==> config.mk <==
export PLATFORM = sky130hd
export DESIGN_NAME = systolic_skew_feeder
export DESIGN_NICKNAME = d
export VERILOG_FILES = /design/src/rtl/systolic_skew_feeder.sv
export SDC_FILE = /design/constraint.sdc
export NUM_CORES = 1
export LEC_CHECK = 0
export CAP_MARGIN = 20
export CORE_ASPECT_RATIO = 0.6
export CORE_UTILIZATION = 47
export DETAILED_ROUTE_END_ITERATION = 8
export DONT_BUFFER_PORTS = 1
export GPL_ROUTABILITY_DRIVEN = 0
export SYNTH_ARGS = -nofsm -noshare
export SYNTH_HDL_FRONTEND = slang
export SYNTH_SLANG_ARGS = --single-unit
export TNS_END_PERCENT = 1
==> constraint.sdc <==
create_clock -name clk_i -period 4.1 [get_ports clk_i]
set_input_delay 0.82 -clock clk_i [delete_from_list [all_inputs] [get_ports clk_i]]
set_output_delay 0.82 -clock clk_i [all_outputs]
set_load 0.01 [all_outputs]
==> src/rtl/systolic_skew_feeder.sv <==
// systolic_skew_feeder: FIFO-buffered vector feeder that drives a systolic array top edge with diagonal skew.
// Define SKEW_FEEDER_STATS_EN to enable the pop/bubble counters on vec_count_o and bubble_count_o.
module systolic_skew_feeder #(
  parameter int N     = 4,
  parameter int WIDTH = 16,
  parameter int DEPTH = 4
) (
  input  logic               clk_i,
  input  logic               rst_ni,
  input  logic               in_valid_i,
  output logic               in_ready_o,
  input  logic [N*WIDTH-1:0] in_data_i,
  input  logic               in_last_i,
  output logic [N*WIDTH-1:0] out_data_o,
  output logic [N-1:0]       out_enable_o,
  output logic               tile_done_o,
  output logic               busy_o,
  output logic [15:0]        vec_count_o,
  output logic [15:0]        bubble_count_o
);
  localparam int AW = $clog2(DEPTH);
  localparam int VW = N * WIDTH;
  typedef enum logic [1:0] {IDLE, STREAM, DRAIN} state_e;
  state_e      state_q;
  logic [VW:0] mem_q [DEPTH];
  logic [AW:0] wptr_q, rptr_q;
  logic [N-1:0] tap_en_q, tap_last_q;
  logic        rdy_q, empty, full, push, pop;
  logic [VW:0] head;
  assign empty        = wptr_q == rptr_q;
  assign full         = (wptr_q[AW-1:0] == rptr_q[AW-1:0]) && (wptr_q[AW] != rptr_q[AW]);
  assign in_ready_o   = rdy_q && !full;
  assign push         = in_valid_i && in_ready_o;
  assign head         = mem_q[rptr_q[AW-1:0]];
  assign tile_done_o  = tap_en_q[N-1] && tap_last_q[N-1];
  // The tile_done edge also pops, so the next tile's lane 0 follows right behind the drain
  assign pop          = !empty && (state_q == STREAM || (state_q == DRAIN && tile_done_o));
  assign busy_o       = state_q != IDLE || !empty;
  assign out_enable_o = tap_en_q;
  always_ff @(posedge clk_i) begin
    if (push) mem_q[wptr_q[AW-1:0]] <= {in_last_i, in_data_i};
  end
  always_ff @(posedge clk_i or negedge rst_ni) begin
    if (!rst_ni) begin
      state_q    <= IDLE;
      wptr_q     <= '0;
      rptr_q     <= '0;
      tap_en_q   <= '0;
      tap_last_q <= '0;
      rdy_q      <= 1'b0;
    end else begin
      rdy_q      <= 1'b1;
      if (push) wptr_q <= wptr_q + 1'b1;
      if (pop) rptr_q <= rptr_q + 1'b1;
      tap_en_q   <= {tap_en_q[N-2:0], pop};
      tap_last_q <= {tap_last_q[N-2:0], pop && head[VW]};
      if (pop) state_q <= head[VW] ? DRAIN : STREAM;
      else if (state_q == DRAIN && tile_done_o) state_q <= IDLE;
      else if (state_q == IDLE && !empty) state_q <= STREAM;
    end
  end
  // Lane g keeps only its own element, delayed g cycles behind stage 0
  for (genvar g = 0; g < N; g++) begin : g_lane
    localparam int SW = (g + 1) * WIDTH;
    logic [SW-1:0] sr_q;
    always_ff @(posedge clk_i or negedge rst_ni) begin
      if (!rst_ni) sr_q <= '0;
      else sr_q <= (sr_q << WIDTH) | SW'(pop ? head[g*WIDTH +: WIDTH] : {WIDTH{1'b0}});
    end
    assign out_data_o[g*WIDTH +: WIDTH] = sr_q[SW-1 -: WIDTH];
  end
`ifdef SKEW_FEEDER_STATS_EN
  logic [15:0] vec_q, bub_q;
  always_ff @(posedge clk_i or negedge rst_ni) begin
    if (!rst_ni) begin
      vec_q <= '0;
      bub_q <= '0;
    end else begin
      if (pop) vec_q <= vec_q + 16'd1;
      if (state_q == STREAM && empty) bub_q <= bub_q + 16'd1;
    end
  end
  assign vec_count_o    = vec_q;
  assign bubble_count_o = bub_q;
`else
  assign vec_count_o    = '0;
  assign bubble_count_o = '0;
`endif
endmodule

### Cell classes on the final placement, run 1

Scale bar: 50 um. Fill, decap, tap and diode cells in gray.
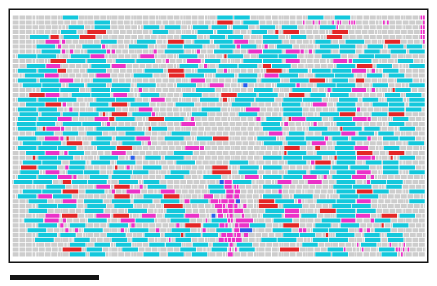
| color | class | cells | share of their area |
|---|---|---|---|
| cyan | flip-flops | 437 | 76% |
| magenta | all other logic | 213 | 15% |
| red | clock drivers and dummy loads | 74 | 8.8% |
| blue | other buffers and delay cells | 6 | 0.36% |

### Clock routing, run 1

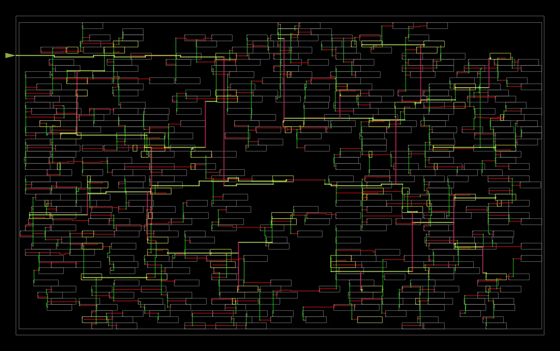
CTS sink cnt: 437
total of clock buffers placed in the layout: 57
number of sequential storage elements: 437
Clk power: 3.96 mW

### Cell sizes after repair, run 1

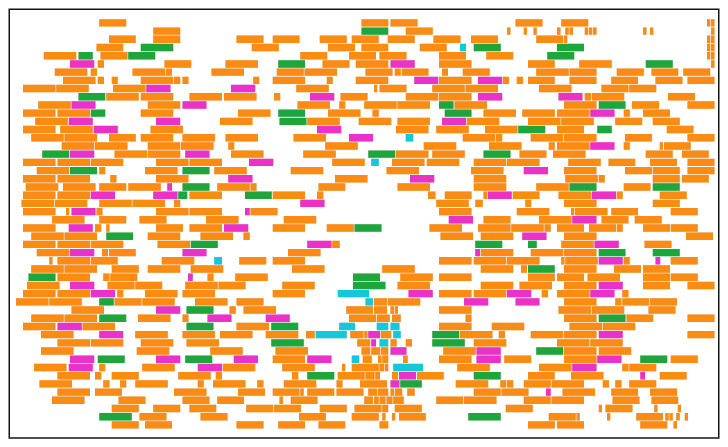
| color | size | cells |
|---|---|---|
| magenta | drive 2 | 77 |
| orange | drive 1 or less | 582 |
| green | drive 6 and up | 57 |
| cyan | drive 3 to 4 | 14 |
design area: 16660 sq um
worst path setup slack after routing: 1.429 ns

### Signal wires on met2, run 1

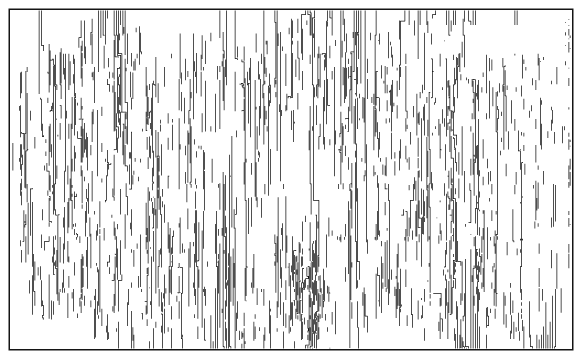
wire length on this layer: 12400 um
main direction: vertical
nets with wire on the layer: 702
share of all routed wire: 51%
GRT met2 Usage: 25.96%
routed wire length: 24.47 mm
via count: 5786

==> flow_results.xml, run 1 <==
<?xml version="1.0" encoding="UTF-8"?>
<metrics>
  <group name="final_timing">
    <metric name="finalClockSkew" unit="ns">0.01648</metric>
    <metric name="hold-worst-slack" unit="ns">-0.007220</metric>
    <metric name="final.min_clock_period" unit="ns">2.671</metric>
    <metric name="report.final.hold_viol_count" unit="">7</metric>
  </group>
  <group name="logic_synthesis">
    <metric name="top_cells_by_count" unit="">edfxtp_1 (260), dfrtp_1 (177), buf_4 (85)</metric>
    <metric name="post_synth_inst_count" unit="">722</metric>
    <metric name="synth.yosys.seq_area_share" unit="%">80.11</metric>
    <metric name="yosys_cells" unit="">722</metric>
    <metric name="synth_warnings" unit="">0</metric>
    <metric name="netlist_area" unit="sq um">15270</metric>
  </group>
  <group name="clock_tree">
    <metric name="cts_repair_resize_count" unit="">0</metric>
    <metric name="cts_root_buffer" unit="">clkbuf_16</metric>
    <metric name="cts_buffer_depth" unit="">3</metric>
    <metric name="cts.clk_slew.worst_paths" unit="ns">0.06</metric>
  </group>
  <group name="status">
    <metric name="status" unit="">complete, but fails checks</metric>
    <metric name="violations_in_the_final_reports" unit="">hold timing</metric>
  </group>
  <group name="critical_path">
    <metric name="worst_path_class_setup" unit="">flip-flop to primary output</metric>
    <metric name="critical-path-max-stage-delay" unit="ns">0.44</metric>
    <metric name="worst_path_max_delay_cell" unit="">dfrtp_1</metric>
  </group>
  <group name="finish">
    <metric name="area_growth" unit="%">9.100</metric>
  </group>
  <group name="power">
    <metric name="power_leakage" unit="nW">6.375</metric>
    <metric name="switching_power" unit="mW">2.658</metric>
    <metric name="clockPowerShare" unit="%">35.3</metric>
  </group>
  <group name="global_route">
    <metric name="groute.layer.met3.usage" unit="%">5.798</metric>
  </group>
  <group name="detailed_routing">
    <metric name="routed_via_density" unit="">5.049</metric>
  </group>
  <group name="placement">
    <metric name="placement.setup.worst_slack" unit="ns">1.494</metric>
  </group>
</metrics>
run 1: worst paths after layout:
path / to / slack (ns) / cells after the start
worst max-delay path: in_ready_o / 1.43 / 3
worst min-delay path: g_lane[2].sr_q[37] / -0.007 / 0
worst max register to register: mem_q[2][62] / 1.65 / 3
worst min register to register: g_lane[3].sr_q[29] / 0.34 / 0
max in group asynchronous: g_lane[3].sr_q[13] / 3.89 / 0
min in group clk_i: g_lane[3].sr_q[29] / 0.34 / 0
run 1: routing by layer:
| layer | vias up | share of wire, % |
|---|---|---|
| met5 | - | 0 |
| met4 | 0 | 1.5 |
| met3 | 37 | 7.7 |
| met2 | 137 | 51 |
| met1 | 3085 | 40 |
| li1 | 2527 | - |
run 1: stage by stage:
step | area, sq um | power (mW) | hold WS, ns
floorplan | 15390 | 7.119 | 0.3312
global placement | 15240 | 7.324 | 0.3317
detailed placement | 15240 | 7.407 | 0.3347
CTS | 16660 | 11.38 | -0.05336
global route | 16660 | 11.71 | -0.04365
finish | 16660 | 11.21 | -0.007220
run 1: area by class of cell:
cell class	instances	area [sq um]	share of cell area, %
clock buffer	57	1182	7.095
clock inverter	17	242.7	1.457
inverter	7	27.53	0.1652
multi-input combinational	206	2390	14.34
sequential	437	12240	73.47
tap	416	520.5	3.123
timing repair buffer	6	57.56	0.3454
run 1: flip-flops by register name, summed over array words and instances, names as in the netlist:
| name | flops |
|---|---|
| rdy_q | 1 |
| rptr_q | 3 |
| out_enable_o | 4 |
| mem_q | 260 |
| g_lane.sr_q | 160 |
| wptr_q | 3 |
| state_q | 2 |
| tap_last_q | 4 |
run 1: logic make-up after synthesis:
logic type      count (synthesis)  synth area share (%)
compound gates                  8                0.5980
xor+xnor                        8                0.5079
fa+ha+maj                       5                0.4096
buf+inv                       110                 5.054
flops                         437                 80.11
mux                            67                 9.756
other cells                     2               0.04917
simple gates                   85                 3.514
run 1: placed cells by master (no fill, tap or decap), types with 2 or more instances in the layout:
| cell | count |
|---|---|
| and2b_1 | 4 |
| and2_4 | 2 |
| clkbuf_8 | 5 |
| buf_4 | 5 |
| nor3_1 | 2 |
| bufinv_16 | 6 |
| clkinv_2 | 8 |
| nand2b_1 | 3 |
| xor2_1 | 2 |
| conb_1 | 33 |
| edfxtp_1 | 260 |
| nand2_1 | 2 |
| clkbuf_1 | 8 |
| dfrtp_4 | 2 |
| inv_1 | 6 |
| clkbuf_16 | 43 |
| and2_1 | 2 |
| nor2b_1 | 63 |
| mux4_2 | 65 |
| xnor2_1 | 5 |
| ha_1 | 5 |
| dfrtp_1 | 175 |
| inv_6 | 2 |
run 1: power groups by stage:
stage | sequential [mW] | combinational [mW] | clock [mW]
floorplan | 5.49 | 1.62 | 0
global placement | 5.58 | 1.75 | 0
detailed placement | 5.62 | 1.79 | 0
CTS | 5.53 | 1.80 | 4.06
global route | 5.57 | 1.90 | 4.24
finish | 5.52 | 1.73 | 3.96
run 1: worst reg2reg max path: stages, from the launching register on:
cell and delay (ns):
dfrtp_4 0.51, xnor2_1 0.18, a31oi_1 0.42, and2_4 0.92
run 1: repair_timing:
item | 4_1_cts | 5_1_grt
buffers inserted | 0 | 0
hold endpoints to repair | 177 | 177
endpoints found under the setup margin | 0 | 0
--- run 2 (diff from run 1) ---
Clock period 4.1 ns to 2.74 ns, I/O delays scaled along.
### Cell sizes after repair, run 2

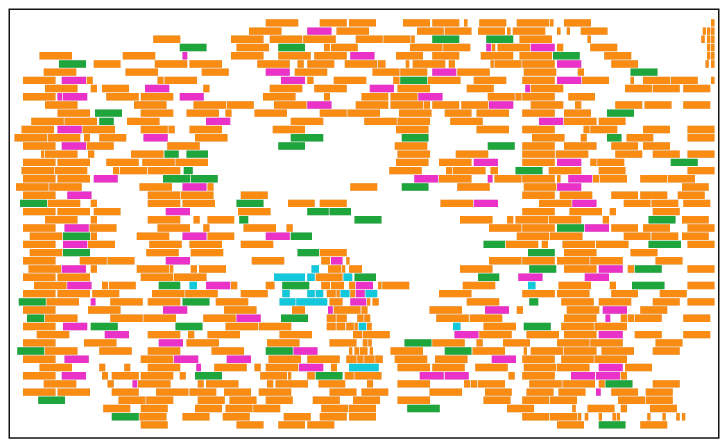
| color | size | cells |
|---|---|---|
| magenta | drive 2 | 80 |
| orange | drive 1 or less | 580 |
| cyan | drive 3 to 4 | 16 |
| green | drive 6 and up | 65 |

==> flow_results.xml, run 2 <==
<?xml version="1.0" encoding="UTF-8"?>
<metrics>
  <group name="logic_synthesis">
    <metric name="post_synth_inst_count" unit="">722</metric>
    <metric name="synth_warnings" unit="">0</metric>
    <metric name="netlist_area" unit="sq um">15270</metric>
    <metric name="yosys_cells" unit="">722</metric>
    <metric name="synth.yosys.seq_area_share" unit="%">80.11</metric>
    <metric name="top_cells_by_count" unit="">edfxtp_1 (260), dfrtp_1 (177), buf_4 (85)</metric>
    <metric name="synth.ff_latch_count" unit="">437</metric>
  </group>
  <group name="final_timing">
    <metric name="fin_ws" unit="ns">0.1933</metric>
    <metric name="finalClockSkew" unit="ns">0.01312</metric>
    <metric name="report.final.hold_viol_count" unit="">177</metric>
    <metric name="hold-worst-slack" unit="ns">-0.2809</metric>
    <metric name="rsz0062_at_grt" unit="">no</metric>
    <metric name="final.min_clock_period" unit="ns">2.547</metric>
  </group>
  <group name="finish">
    <metric name="top_layout_cells" unit="">edfxtp_1 (260), dfrtp_1 (175), mux4_2 (65)</metric>
    <metric name="logic_area" unit="sq um">2390</metric>
    <metric name="layout.area.seq" unit="sq um">12240</metric>
    <metric name="largest_register_ff_count" unit="">260</metric>
    <metric name="final_layout_size_suffix_gt1_share" unit="%">21.73</metric>
    <metric name="final_layout_top_logic_cell" unit="">edfxtp_1</metric>
    <metric name="area_growth" unit="%">10.22</metric>
  </group>
  <group name="global_route">
    <metric name="grtUsageTotal" unit="%">15.10</metric>
    <metric name="groute.layer.met3.usage" unit="%">5.175</metric>
    <metric name="antenna_found_initial" unit="">0</metric>
  </group>
  <group name="clock_tree">
    <metric name="cts_repair_resize_count" unit="">0</metric>
    <metric name="cts.clk_slew.worst_paths" unit="ns">0.06</metric>
    <metric name="cts_root_buffer" unit="">clkbuf_16</metric>
    <metric name="cts_buffer_depth" unit="">3</metric>
    <metric name="post_cts_buffers" unit="">0</metric>
    <metric name="worst_skew_pair.late_latency" unit="ns">0.53</metric>
    <metric name="cts_sink_cnt" unit="">437</metric>
  </group>
  <group name="critical_path">
    <metric name="regToRegStartpoint" unit="">rptr_q[2]</metric>
    <metric name="worst_path_class_setup" unit="">flip-flop to primary output</metric>
    <metric name="timing.critical_path.required" unit="ns">2.19</metric>
  </group>
  <group name="status">
    <metric name="status" unit="">complete, but fails checks</metric>
    <metric name="violations_in_the_final_reports" unit="">hold timing</metric>
  </group>
  <group name="placement">
    <metric name="placement.setup.worst_slack" unit="ns">0.6118</metric>
  </group>
  <group name="run">
    <metric name="tally_of_openroad_warnings" unit="">34</metric>
  </group>
  <group name="power">
    <metric name="power_per_cell_area" unit="nW/um^2">996.4</metric>
    <metric name="power_leakage" unit="nW">6.439</metric>
  </group>
  <group name="detailed_routing">
    <metric name="routed_via_density" unit="">5.105</metric>
    <metric name="drt.antenna.violating_nets" unit="">0</metric>
  </group>
</metrics>
### Signal wires on met2, run 2

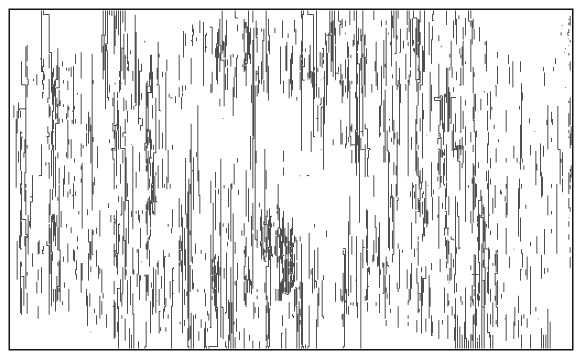
main direction: vertical
share of all routed wire: 49%
longest straight run: 74.5 um
nets with wire on the layer: 702
wire length on this layer: 12000 um
routed wire length: 24.18 mm
GRT met2 Usage: 25.16%
via count: 5906

run 2: cell counts after synthesis:
Identical to the previous run, type by type.
run 2: cells by family (layout without fill, tap and decap cells):
kind of cell,Yosys count,count (layout),synth area share [%]
flops,437,437,80.11
buf+inv,110,98,5.054
simple gates,85,85,3.514
mux,67,67,9.756
compound gates,8,8,0.5980
xor+xnor,8,8,0.5079
fa+ha+maj,5,5,0.4096
other cells,2,33,0.04917
run 2: path summary, 6_finish.rpt:
path	endpoint	slack (ns)	cells past startpoint
min in group clk_i	mem_q[2][58]	0.10	0
max in group asynchronous	g_lane[3].sr_q[58]	2.83	0
setup reg to reg	mem_q[2][18]	0.56	4
hold / removal	g_lane[2].sr_q[42]	-0.28	0
hold reg to reg	g_lane[3].sr_q[25]	0.34	0
setup / recovery	busy_o	0.19	4
run 2: final cells by class:
| cell class | count | area share (%) |
|---|---|---|
| Timing Repair Buffer | 16 | 1.382 |
| Sequential cell | 437 | 72.73 |
| Clock buffer | 55 | 7.090 |
| Multi-Input combinational cell | 206 | 14.19 |
| Inverter | 7 | 0.1635 |
| Clock inverter | 20 | 1.353 |
| Tap cell | 416 | 3.092 |
run 2: layer usage:
layer  vias up  wire length (um)
met3        44              1598
met5         -                 0
met4         0               496
met2       152             11960
li1       2542                 -
met1      3168             10120
run 2: metrics by stage:
step	power [mW]	TNS, ns	hold WS [ns]	cell area (sq um)	std cells
finish	16.78	0	-0.2809	16840	1157
floorplan	10.65	-43.40	0.2524	15390	753
global route	17.53	0	-0.3230	16840	1157
global placement	11.06	0	0.2574	15410	1082
CTS	17.03	0	-0.3189	16840	1157
detailed placement	11.16	0	0.2587	15410	1082
run 2: worst max-delay path, stage by stage (launching register included):
cell     delay, ns
dfrtp_4       0.42
buf_4         0.31
xor2_1        0.44
nor3_1        0.14
nand2_1       0.16
run 2: power breakdown:
part / switching [mW] / internal (mW)
Clock: 2.37 / 3.47
Sequential: 0.350 / 7.89
Combinational: 1.32 / 1.38
--- run 3 (diff from run 2) ---
Settings changed: CORE_UTILIZATION 47 to 45, HOLD_SLACK_MARGIN set to 0.15.
### Clock routing, run 3

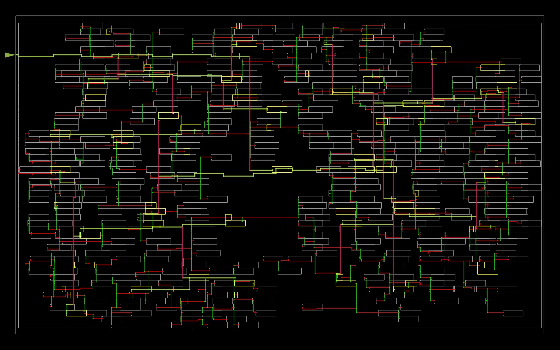
number of buffers inserted during clock tree synthesis: 40
Clk power: 5.63 mW
total of clock buffers placed in the layout: 56
Setup Skew: 0.008630 ns

==> flow_results.xml, run 3 <==
<?xml version="1.0" encoding="UTF-8"?>
<metrics>
  <group name="status">
    <metric name="status" unit="">complete, but fails checks</metric>
    <metric name="violations_in_the_final_reports" unit="">hold timing</metric>
  </group>
  <group name="finish">
    <metric name="final_layout_size_suffix_gt1_share" unit="%">19.23</metric>
    <metric name="stdcell_area" unit="sq um">17460</metric>
    <metric name="logic_area" unit="sq um">2390</metric>
  </group>
  <group name="detailed_routing">
    <metric name="drt.antenna.violating_nets" unit="">0</metric>
    <metric name="totalWireLength" unit="mm">25.20</metric>
  </group>
  <group name="clock_tree">
    <metric name="post_cts_buffers" unit="">0</metric>
    <metric name="cts_sink_cnt" unit="">437</metric>
  </group>
  <group name="logic_synthesis">
    <metric name="yosys_cells" unit="">722</metric>
    <metric name="synth_warnings" unit="">0</metric>
    <metric name="post_synth_inst_count" unit="">722</metric>
    <metric name="netlist_area" unit="sq um">15270</metric>
  </group>
  <group name="final_timing">
    <metric name="hold-worst-slack" unit="ns">-0.2819</metric>
    <metric name="report.final.hold_viol_count" unit="">177</metric>
    <metric name="fin_ws" unit="ns">0.3948</metric>
  </group>
  <group name="placement">
    <metric name="post_dp_cell_area" unit="sq um">15440</metric>
    <metric name="placement.setup.worst_slack" unit="ns">0.4913</metric>
  </group>
  <group name="power">
    <metric name="report.power.total" unit="mW">16.73</metric>
    <metric name="power.share.switching" unit="%">24.52</metric>
  </group>
  <group name="critical_path">
    <metric name="regToRegStartpoint" unit="">rptr_q[2]</metric>
    <metric name="worst_path_class_setup" unit="">flip-flop to primary output</metric>
  </group>
  <group name="run">
    <metric name="tally_of_openroad_warnings" unit="">35</metric>
  </group>
</metrics>
### Cell classes on the final placement, run 3

Scale bar: 50 um. Fill, decap, tap and diode cells in gray.
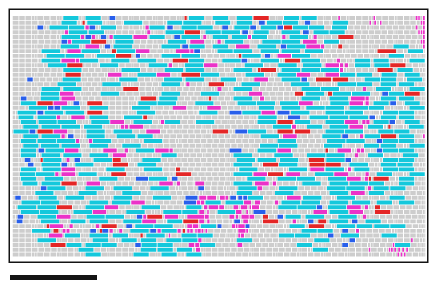
| color | class | cells | share of their area |
|---|---|---|---|
| magenta | all other logic | 213 | 14% |
| blue | other buffers and delay cells | 79 | 5.1% |
| red | clock drivers and dummy loads | 72 | 8.0% |
| cyan | flip-flops | 437 | 72% |

-- run 3: worst max-delay path by stage --
stage	endpoint	depth (start not counted)
after CTS	in_ready_o	3
after global routing	in_ready_o	3
after floorplan	mem_q[1][0]	5
final	busy_o	3
after detailed placement	mem_q[3][4]	4
after global placement	mem_q[3][22]	4
-- run 3: power by group through the flow --
stage | clock [mW] | sequential [mW] | combinational [mW]
final | 5.63 | 8.24 | 2.87
after global routing | 6.07 | 8.31 | 3.12
after detailed placement | 0 | 8.38 | 2.81
after floorplan | 0 | 8.22 | 2.43
after CTS | 5.79 | 8.25 | 2.95
after global placement | 0 | 8.34 | 2.79
-- run 3: layout make-up --
cell class / count / area share (%)
Multi-Input combinational cell: 206 / 13.69
Clock inverter: 16 / 0.8455
Clock buffer: 56 / 6.936
Sequential cell: 437 / 70.12
Tap cell: 450 / 3.224
Timing Repair Buffer: 79 / 4.973
Inverter: 7 / 0.1576
Antenna cell: 4 / 0.05732
-- run 3: kinds of logic after synthesis --
family / count (synthesis) / synth area share [%]
AOI/OAI and AO/OA: 8 / 0.5980
xor gates and xnor gates: 8 / 0.5079
adders and majority gates: 5 / 0.4096
buffers and inverters: 110 / 5.054
DFF: 437 / 80.11
muxes: 67 / 9.756
other: 2 / 0.04917
and+or+nand+nor: 85 / 3.514
-- run 3: metal layers --
| layer | vias up | global-route usage (%) |
|---|---|---|
| li1 | 2671 | - |
| met1 | 3258 | 20.90 |
| met2 | 161 | 24.06 |
| met3 | 46 | 3.813 |
| met4 | 2 | 4.559 |
| met5 | - | 0 |
-- run 3: worst max-delay path: stages, from the launching register on --
cell     delay (ns)
dfrtp_4        0.51
xor2_1         0.48
nor3_1         0.13
nand2_1        0.14
Power figures rest on the tool's default switching activity, not on a simulated workload.
